### Layout detail

Scale bar: 10 um. Window x 267 to 307, y 76 to 116 um. Cells in grey, sequential cells in the stronger grey; small squares are vias.
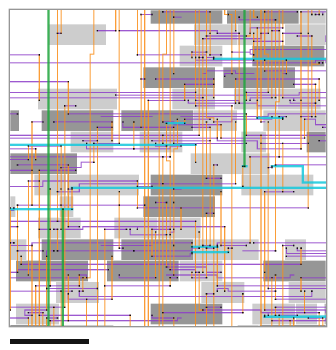
### M1 wires

Scale bar: 100 um. Supply wires on this layer in grey.
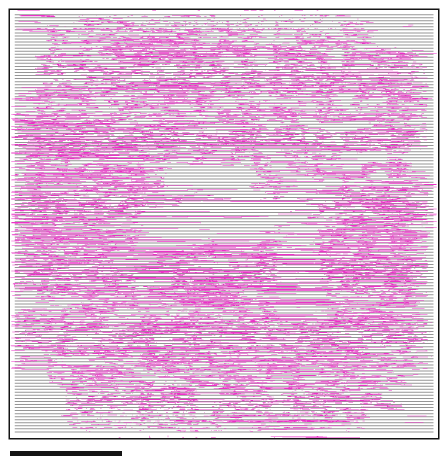
==> src/rtl/panel_reg_pkg.sv <==
// Shared constants and types for the panel register bank: register map
// addresses, CTRL bit positions, LOCK keys and the commit FSM state type.
package panel_reg_pkg;

  localparam logic [7:0] ADDR_CTRL       = 8'h00;
  localparam logic [7:0] ADDR_STATUS     = 8'h01;
  localparam logic [7:0] ADDR_IRQ_STATUS = 8'h02;
  localparam logic [7:0] ADDR_IRQ_MASK   = 8'h03;
  localparam logic [7:0] ADDR_VERSION    = 8'h04;
  localparam logic [7:0] ADDR_LOCK       = 8'h05;

  localparam int CTRL_IDLE_BIT   = 0;
  localparam int CTRL_FSTART_BIT = 1;
  localparam int CTRL_FRESET_BIT = 2;
  localparam int CTRL_COMMIT_BIT = 3;

  localparam logic [7:0] LOCK_KEY_SET = 8'hA5;
  localparam logic [7:0] LOCK_KEY_CLR = 8'h5A;

  typedef enum logic {
    CM_IDLE = 1'b0,
    CM_PEND = 1'b1
  } commit_state_t;

endpackage

==> src/rtl/panel_reg_bank_if.sv <==
// Host request/response channel of the panel register bank.
// The host drives requests and accepts responses (master); the bank
// accepts requests and returns one registered response each (slave).
interface panel_reg_bank_if #(
  parameter int ADDR_W = 8,
  parameter int DATA_W = 32
);
  logic              req_valid;
  logic              req_ready;
  logic              req_write;
  logic [ADDR_W-1:0] req_addr;
  logic [DATA_W-1:0] req_wdata;
  logic              resp_valid;
  logic              resp_ready;
  logic [DATA_W-1:0] resp_rdata;
  logic              resp_err;

  modport master (
    output req_valid, req_write, req_addr, req_wdata, resp_ready,
    input  req_ready, resp_valid, resp_rdata, resp_err
  );

  modport slave (
    input  req_valid, req_write, req_addr, req_wdata, resp_ready,
    output req_ready, resp_valid, resp_rdata, resp_err
  );
endinterface

==> src/rtl/panel_irq_ctrl.sv <==
// Sticky interrupt status with mask and write-1-to-clear. A source that is
// set in the same cycle as a clear wins; changing the mask never clears
// bits already latched. The irq level is registered from the status.
module panel_irq_ctrl #(
  parameter int NUM_IRQ = 8
) (
  input  logic               clk,
  input  logic               rst_n,
  input  logic [NUM_IRQ-1:0] irq_src_i,
  input  logic               mask_we_i,
  input  logic [NUM_IRQ-1:0] mask_wdata_i,
  input  logic [NUM_IRQ-1:0] w1c_i,
  output logic [NUM_IRQ-1:0] status_o,
  output logic [NUM_IRQ-1:0] mask_o,
  output logic               irq_o
);

  logic [NUM_IRQ-1:0] status_q;
  logic [NUM_IRQ-1:0] mask_q;
  logic               irq_q;

  // Latch masked sources, clear on W1C, register the OR for the irq line.
  always_ff @(posedge clk or negedge rst_n) begin
    if (!rst_n) begin
      status_q <= '0;
      mask_q   <= '0;
      irq_q    <= 1'b0;
    end else begin
      status_q <= (status_q & ~w1c_i) | (irq_src_i & mask_q);
      mask_q   <= mask_we_i ? mask_wdata_i : mask_q;
      irq_q    <= |status_q;
    end
  end

  assign status_o = status_q;
  assign mask_o   = mask_q;
  assign irq_o    = irq_q;

endmodule

==> src/rtl/panel_reg_bank.sv <==
// Control/status register bank for the TFT panel FPGA.
// One outstanding host transaction, response latency of one cycle.
// Config registers are double-buffered: host writes land in shadows and are
// copied to the active set at a frame boundary (or at once while idle).
// Optional feature macro: REG_LOCK_EN (adds the LOCK register at 0x05).
module panel_reg_bank
  import panel_reg_pkg::*;
#(
  parameter int                DATA_W     = 32,
  parameter int                ADDR_W     = 8,
  parameter int                NUM_CFG    = 16,
  parameter int                NUM_IRQ    = 8,
  parameter int                NUM_STAT   = 8,
  parameter logic [ADDR_W-1:0] CFG_BASE   = ADDR_W'(8'h10),
  parameter logic [31:0]       FW_VERSION = 32'h56313030
) (
  input  logic                      clk,
  input  logic                      rst_n,
  panel_reg_bank_if.slave           bus,
  input  logic                      frame_boundary,
  input  logic [NUM_STAT-1:0]       status_in,
  input  logic [NUM_IRQ-1:0]        irq_src,
  output logic [NUM_CFG*DATA_W-1:0] cfg_active,
  output logic                      idle_mode,
  output logic                      frame_start,
  output logic                      frame_reset,
  output logic                      commit_pending,
  output logic                      irq
);

  localparam int IDX_W = (NUM_CFG > 1) ? $clog2(NUM_CFG) : 1;
  localparam logic [ADDR_W-1:0] A_CTRL       = ADDR_W'(ADDR_CTRL);
  localparam logic [ADDR_W-1:0] A_STATUS     = ADDR_W'(ADDR_STATUS);
  localparam logic [ADDR_W-1:0] A_IRQ_STATUS = ADDR_W'(ADDR_IRQ_STATUS);
  localparam logic [ADDR_W-1:0] A_IRQ_MASK   = ADDR_W'(ADDR_IRQ_MASK);
  localparam logic [ADDR_W-1:0] A_VERSION    = ADDR_W'(ADDR_VERSION);

  logic                            resp_valid_q, resp_err_q, err_d;
  logic [DATA_W-1:0]               resp_rdata_q, rdata_d;
  logic                            idle_q, fstart_q, freset_q;
  commit_state_t                   state_q, state_d;
  logic [NUM_CFG-1:0][DATA_W-1:0]  shadow_q, shadow_d, active_q;
  logic                            accept_s, lock_s, commit_now_s, commit_req_s;
  logic                            cfg_we_s, mask_we_s, ctrl_we_s, lock_we_s;
  logic [NUM_IRQ-1:0]              w1c_s, irq_status_s, irq_mask_s;
  logic [ADDR_W:0]                 cfg_off_s;
  logic                            in_cfg_s;
  logic [IDX_W-1:0]                cfg_idx_s;

  assign bus.req_ready = !resp_valid_q || bus.resp_ready;
  assign accept_s      = bus.req_valid && bus.req_ready;

  // An address below CFG_BASE wraps to a huge offset and falls out of range.
  assign cfg_off_s = {1'b0, bus.req_addr} - {1'b0, CFG_BASE};
  assign in_cfg_s  = cfg_off_s < (ADDR_W+1)'(NUM_CFG);
  assign cfg_idx_s = cfg_off_s[IDX_W-1:0];

`ifdef REG_LOCK_EN
  logic lock_q;
  assign lock_s = lock_q;
`else
  assign lock_s = 1'b0;
`endif

  // Address decode: read data, error flag and write enables for this request.
  always_comb begin
    rdata_d   = '0;
    err_d     = 1'b0;
    cfg_we_s  = 1'b0;
    mask_we_s = 1'b0;
    ctrl_we_s = 1'b0;
    lock_we_s = 1'b0;
    w1c_s     = '0;
    if (in_cfg_s) begin
      if (!bus.req_write) begin
        rdata_d = shadow_q[cfg_idx_s];
      end else if (lock_s) begin
        err_d = 1'b1;
      end else begin
        cfg_we_s = accept_s;
      end
    end else begin
      case (bus.req_addr)
        A_CTRL: begin
          if (bus.req_write) ctrl_we_s = accept_s;
          else               rdata_d   = DATA_W'(idle_q);
        end
        A_STATUS: begin
          if (bus.req_write) err_d   = 1'b1;
          else               rdata_d = DATA_W'(status_in);
        end
        A_IRQ_STATUS: begin
          if (bus.req_write) w1c_s   = accept_s ? bus.req_wdata[NUM_IRQ-1:0] : '0;
          else               rdata_d = DATA_W'(irq_status_s);
        end
        A_IRQ_MASK: begin
          if (!bus.req_write) rdata_d   = DATA_W'(irq_mask_s);
          else if (lock_s)    err_d     = 1'b1;
          else                mask_we_s = accept_s;
        end
        A_VERSION: begin
          if (bus.req_write) err_d   = 1'b1;
          else               rdata_d = FW_VERSION[DATA_W-1:0];
        end
`ifdef REG_LOCK_EN
        ADDR_W'(ADDR_LOCK): begin
          if (bus.req_write) lock_we_s = accept_s;
          else               rdata_d   = DATA_W'(lock_q);
        end
`endif
        default: err_d = 1'b1;
      endcase
    end
  end

  assign commit_req_s = ctrl_we_s && bus.req_wdata[CTRL_COMMIT_BIT];
  assign commit_now_s = (state_q == CM_PEND) && (frame_boundary || idle_q);

  // Shadow next state; a write in the commit cycle is forwarded to active.
  always_comb begin
    shadow_d = shadow_q;
    if (cfg_we_s) shadow_d[cfg_idx_s] = bus.req_wdata;
    else          shadow_d = shadow_q;
  end

  // Commit FSM next state: armed by cfg writes or CTRL commit request.
  always_comb begin
    state_d = state_q;
    case (state_q)
      CM_IDLE: begin
        if (cfg_we_s || commit_req_s) state_d = CM_PEND;
        else                          state_d = CM_IDLE;
      end
      CM_PEND: begin
        if (commit_now_s) state_d = CM_IDLE;
        else              state_d = CM_PEND;
      end
      default: state_d = CM_IDLE;
    endcase
  end

  // Response register: load on accept, hold until the host consumes it.
  always_ff @(posedge clk or negedge rst_n) begin
    if (!rst_n) begin
      resp_valid_q <= 1'b0;
      resp_rdata_q <= '0;
      resp_err_q   <= 1'b0;
    end else if (accept_s) begin
      resp_valid_q <= 1'b1;
      resp_rdata_q <= rdata_d;
      resp_err_q   <= err_d;
    end else if (bus.resp_ready) begin
      resp_valid_q <= 1'b0;
      resp_rdata_q <= '0;
      resp_err_q   <= 1'b0;
    end
  end

  // CTRL state, one-cycle frame pulses, commit FSM and config registers.
  always_ff @(posedge clk or negedge rst_n) begin
    if (!rst_n) begin
      idle_q   <= 1'b0;
      fstart_q <= 1'b0;
      freset_q <= 1'b0;
      state_q  <= CM_IDLE;
      shadow_q <= '0;
      active_q <= '0;
    end else begin
      idle_q   <= ctrl_we_s ? bus.req_wdata[CTRL_IDLE_BIT] : idle_q;
      fstart_q <= ctrl_we_s && bus.req_wdata[CTRL_FSTART_BIT];
      freset_q <= ctrl_we_s && bus.req_wdata[CTRL_FRESET_BIT];
      state_q  <= state_d;
      shadow_q <= shadow_d;
      active_q <= commit_now_s ? shadow_d : active_q;
    end
  end

`ifdef REG_LOCK_EN
  // Lock register: only the two keys change it, other values are ignored.
  always_ff @(posedge clk or negedge rst_n) begin
    if (!rst_n) begin
      lock_q <= 1'b0;
    end else if (lock_we_s && bus.req_wdata == DATA_W'(LOCK_KEY_SET)) begin
      lock_q <= 1'b1;
    end else if (lock_we_s && bus.req_wdata == DATA_W'(LOCK_KEY_CLR)) begin
      lock_q <= 1'b0;
    end
  end
`endif

  panel_irq_ctrl #(.NUM_IRQ(NUM_IRQ)) u_irq (
    .clk          (clk),
    .rst_n        (rst_n),
    .irq_src_i    (irq_src),
    .mask_we_i    (mask_we_s),
    .mask_wdata_i (bus.req_wdata[NUM_IRQ-1:0]),
    .w1c_i        (w1c_s),
    .status_o     (irq_status_s),
    .mask_o       (irq_mask_s),
    .irq_o        (irq)
  );

  assign bus.resp_valid = resp_valid_q;
  assign bus.resp_rdata = resp_rdata_q;
  assign bus.resp_err   = resp_err_q;
  assign cfg_active     = active_q;
  assign idle_mode      = idle_q;
  assign frame_start    = fstart_q;
  assign frame_reset    = freset_q;
  assign commit_pending = (state_q == CM_PEND);

endmodule

==> src/flat_wrapper.sv <==
// flat-port wrapper written by rule: the top's interface ports become plain ports
module panel_reg_bank_flat import panel_reg_pkg::*;
#(
  parameter int                DATA_W     = 32,
  parameter int                ADDR_W     = 8,
  parameter int                NUM_CFG    = 16,
  parameter int                NUM_IRQ    = 8,
  parameter int                NUM_STAT   = 8,
  parameter logic [ADDR_W-1:0] CFG_BASE   = ADDR_W'(8'h10),
  parameter logic [31:0]       FW_VERSION = 32'h56313030
)
  (clk, rst_n, frame_boundary, status_in, irq_src, cfg_active, idle_mode, frame_start, frame_reset, commit_pending, irq, bus_req_valid, bus_req_write, bus_req_addr, bus_req_wdata, bus_resp_ready, bus_req_ready, bus_resp_valid, bus_resp_rdata, bus_resp_err);
  panel_reg_bank_if #(.ADDR_W(ADDR_W), .DATA_W(DATA_W)) bus_i ();
  input  logic clk;
  input  logic rst_n;
  input  logic frame_boundary;
  input  logic [NUM_STAT-1:0] status_in;
  input  logic [NUM_IRQ-1:0] irq_src;
  output logic [NUM_CFG*DATA_W-1:0] cfg_active;
  output logic idle_mode;
  output logic frame_start;
  output logic frame_reset;
  output logic commit_pending;
  output logic irq;
  input wire logic [$bits(bus_i.req_valid)-1:0] bus_req_valid;
  input wire logic [$bits(bus_i.req_write)-1:0] bus_req_write;
  input wire logic [$bits(bus_i.req_addr)-1:0] bus_req_addr;
  input wire logic [$bits(bus_i.req_wdata)-1:0] bus_req_wdata;
  input wire logic [$bits(bus_i.resp_ready)-1:0] bus_resp_ready;
  output wire logic [$bits(bus_i.req_ready)-1:0] bus_req_ready;
  output wire logic [$bits(bus_i.resp_valid)-1:0] bus_resp_valid;
  output wire logic [$bits(bus_i.resp_rdata)-1:0] bus_resp_rdata;
  output wire logic [$bits(bus_i.resp_err)-1:0] bus_resp_err;
  assign bus_i.req_valid = bus_req_valid;
  assign bus_i.req_write = bus_req_write;
  assign bus_i.req_addr = bus_req_addr;
  assign bus_i.req_wdata = bus_req_wdata;
  assign bus_i.resp_ready = bus_resp_ready;
  assign bus_req_ready = bus_i.req_ready;
  assign bus_resp_valid = bus_i.resp_valid;
  assign bus_resp_rdata = bus_i.resp_rdata;
  assign bus_resp_err = bus_i.resp_err;
  panel_reg_bank #(.DATA_W(DATA_W), .ADDR_W(ADDR_W), .NUM_CFG(NUM_CFG), .NUM_IRQ(NUM_IRQ), .NUM_STAT(NUM_STAT), .CFG_BASE(CFG_BASE), .FW_VERSION(FW_VERSION)) u_core (.clk(clk), .rst_n(rst_n), .bus(bus_i), .frame_boundary(frame_boundary), .status_in(status_in), .irq_src(irq_src), .cfg_active(cfg_active), .idle_mode(idle_mode), .frame_start(frame_start), .frame_reset(frame_reset), .commit_pending(commit_pending), .irq(irq));
endmodule
==> config.mk <==
export PLATFORM = sky130hd
export DESIGN_NAME = panel_reg_bank_flat
export DESIGN_NICKNAME = d
export VERILOG_FILES = /design/src/rtl/panel_reg_pkg.sv /design/src/rtl/panel_reg_bank_if.sv /design/src/rtl/panel_irq_ctrl.sv /design/src/rtl/panel_reg_bank.sv /design/src/flat_wrapper.sv
export SDC_FILE = /design/constraint.sdc
export NUM_CORES = 1
export LEC_CHECK = 0
export CAP_MARGIN = 20
export CORE_MARGIN = 4
export CORE_UTILIZATION = 32
export DETAILED_ROUTE_END_ITERATION = 8
export PLACE_DENSITY_LB_ADDON = 0.1
export SLEW_MARGIN = 20
export SYNTH_ARGS = -nofsm -noshare
export SYNTH_HDL_FRONTEND = slang
export SYNTH_SLANG_ARGS = --single-unit
==> constraint.sdc <==
create_clock -name clk -period 2.1 [get_ports clk]
set_input_delay 0.42 -clock clk [delete_from_list [all_inputs] [get_ports clk]]
set_output_delay 0.42 -clock clk [all_outputs]
set_load 0.02 [all_outputs]
==> flow_summary.ini <==
; flow metrics
[clocking]
clockBufferDepth = 3
clock-sinks = 1079
post_cts_resize_count = 1076
holdBufCountCts = 1
clk_pin_slew_ns = 0.06
cts-htree-levels = 3
clock_latency_ns = 0.72
cts_tree = yes

[route]
vias = 28658
first_pass_iters = 5
wire_per_inst_um = 31.0
met2_length_um = 83800
wl_met3_um = 9780
drt_iter0_drc = 1657
ant_nets = 0
drc = 0
drt-total-wl_um = 178000

[worst_setup_path]
cpPeakStageDelay_ns = 0.42
crit_top_cell = buf_12
critical_path_class = reg2reg
reg2reg_to = u_core.cfg_active[242]$_DFFE_PN0P_
crit_chain = nand2b_4 -> nand3_4 -> buf_12 -> buf_12 -> nor4_4 -> buf_6 -> buf_12 -> buf_16 -> mux2_4 -> mux2_4
cp_top_family = buffers and inverters
r2r_slack_ns = -0.31
cp.required_ns = 2.70
critPathMaxFanout = 8
arrival_ns = 3.00
slowest_stage = dfrtp_2
worst-path-buf-inv = 5
reg2regPathDepth = 10
reg2reg_from = u_core.bus.resp_valid$_DFFE_PN0P_
crit_cells = 10

[synthesis]
synth_top_cell_by_area = dfrtp_1
synth_top_cell_by_count = dfrtp_1
synth.avg_cell_area_um2 = 16.3
common_cells = 1079 x dfrtp_1, 948 x mux2_2, 110 x clkbuf_1
synth.area.mux_share_pct = 32.8
yosys_warnings = 0
simple_gate_area_share_pct = 1.99
top_cells_by_area = dfrtp_1 60%, mux2_2 24%, mux4_2 5.3%
yosys.area_share.adder_pct = 0.0558
synthFlopType = dfrtp_1
synth_area_um2 = 44800
yosysChipArea_um2 = 44800
async_flop_share_pct = 100
synth.distinct_cells = 51
xor_area_share_pct = 0.0391
top_cell_area_share_pct = 60.3
ys_seq_share_pct = 60.3
fp_nets = 2806

[layout]
fillCellCount = 12174
buffers = 1084
antenna-diode-count = 6
nets = 3806
fin_cells = 5725
final_common_cell = dfrtp_1
comb.multi_input.count = 1455
regArea_um2 = 27000
final_cell_area_um2 = 65700
comb_area_share_pct = 31.2
clock_buffers = 163
dominant_cells = sequential cells
inv_count = 3
layout-drive-gt1-share_pct = 48.6
numSequentialCells = 1079
seq_area_share_pct = 41.1

[place]
pre_cts_ws_ns = -1.29
placed_area_um2 = 57600
place_congestion = 0.802
dpl.cell_count = 5307

[power]
pg_clk_w = 0.0218
power.internal_w = 0.0384
p_per_area_nw_per_um2 = 803
cellLeakagePower_nw = 33.1
finalPower_w = 0.0528
p_comb_w = 0.00830
power_frac_comb_pct = 15.7
swShare_pct = 27.1
switchingPower_w = 0.0143

[timing]
worst_slew_pin_slew_ns = 0.733
setup_violations = 588
fin_worst_skew_ns = 0.0229
fin_tns_setup_ns = -83.71
fin_crit_ns = 2.41
post-route-period-util_pct = 115
hold_viol = 0
whs_ns = 0.239
max_freq_mhz = 416
setup_slack_ns = -0.307

[grt]
grt_pass1_wl_um = 249000
grtUsageMet3_pct = 4.83
grt.overflow.total = 0

[floorplan]
initial_core_util_pct = 32.2
die-area_um2 = 146000
tap-cell-count = 1876
core_area_um2 = 139000

[outcome]
status = complete, but fails checks
violations = setup timing

[job]
cap_violations = 0
warnings = 34
About 'Layout detail':
- cyan: met3
- orange: met2
- green: met4
- purple: met1
- netlist names of flops here include: `u_core.shadow_q` (9), `u_core.cfg_active` (7)
- cells with their middle in the window: 48
- most frequent: mux2_4 (20), dfrtp_1 (16)
- sequential cells in the window: 16

About 'M1 wires':
- longest straight run: 161 um
- nets with wire on the layer: 3605
- share of all routed wire: 44%
- main direction: horizontal
- wire length on this layer: 78.4 mm

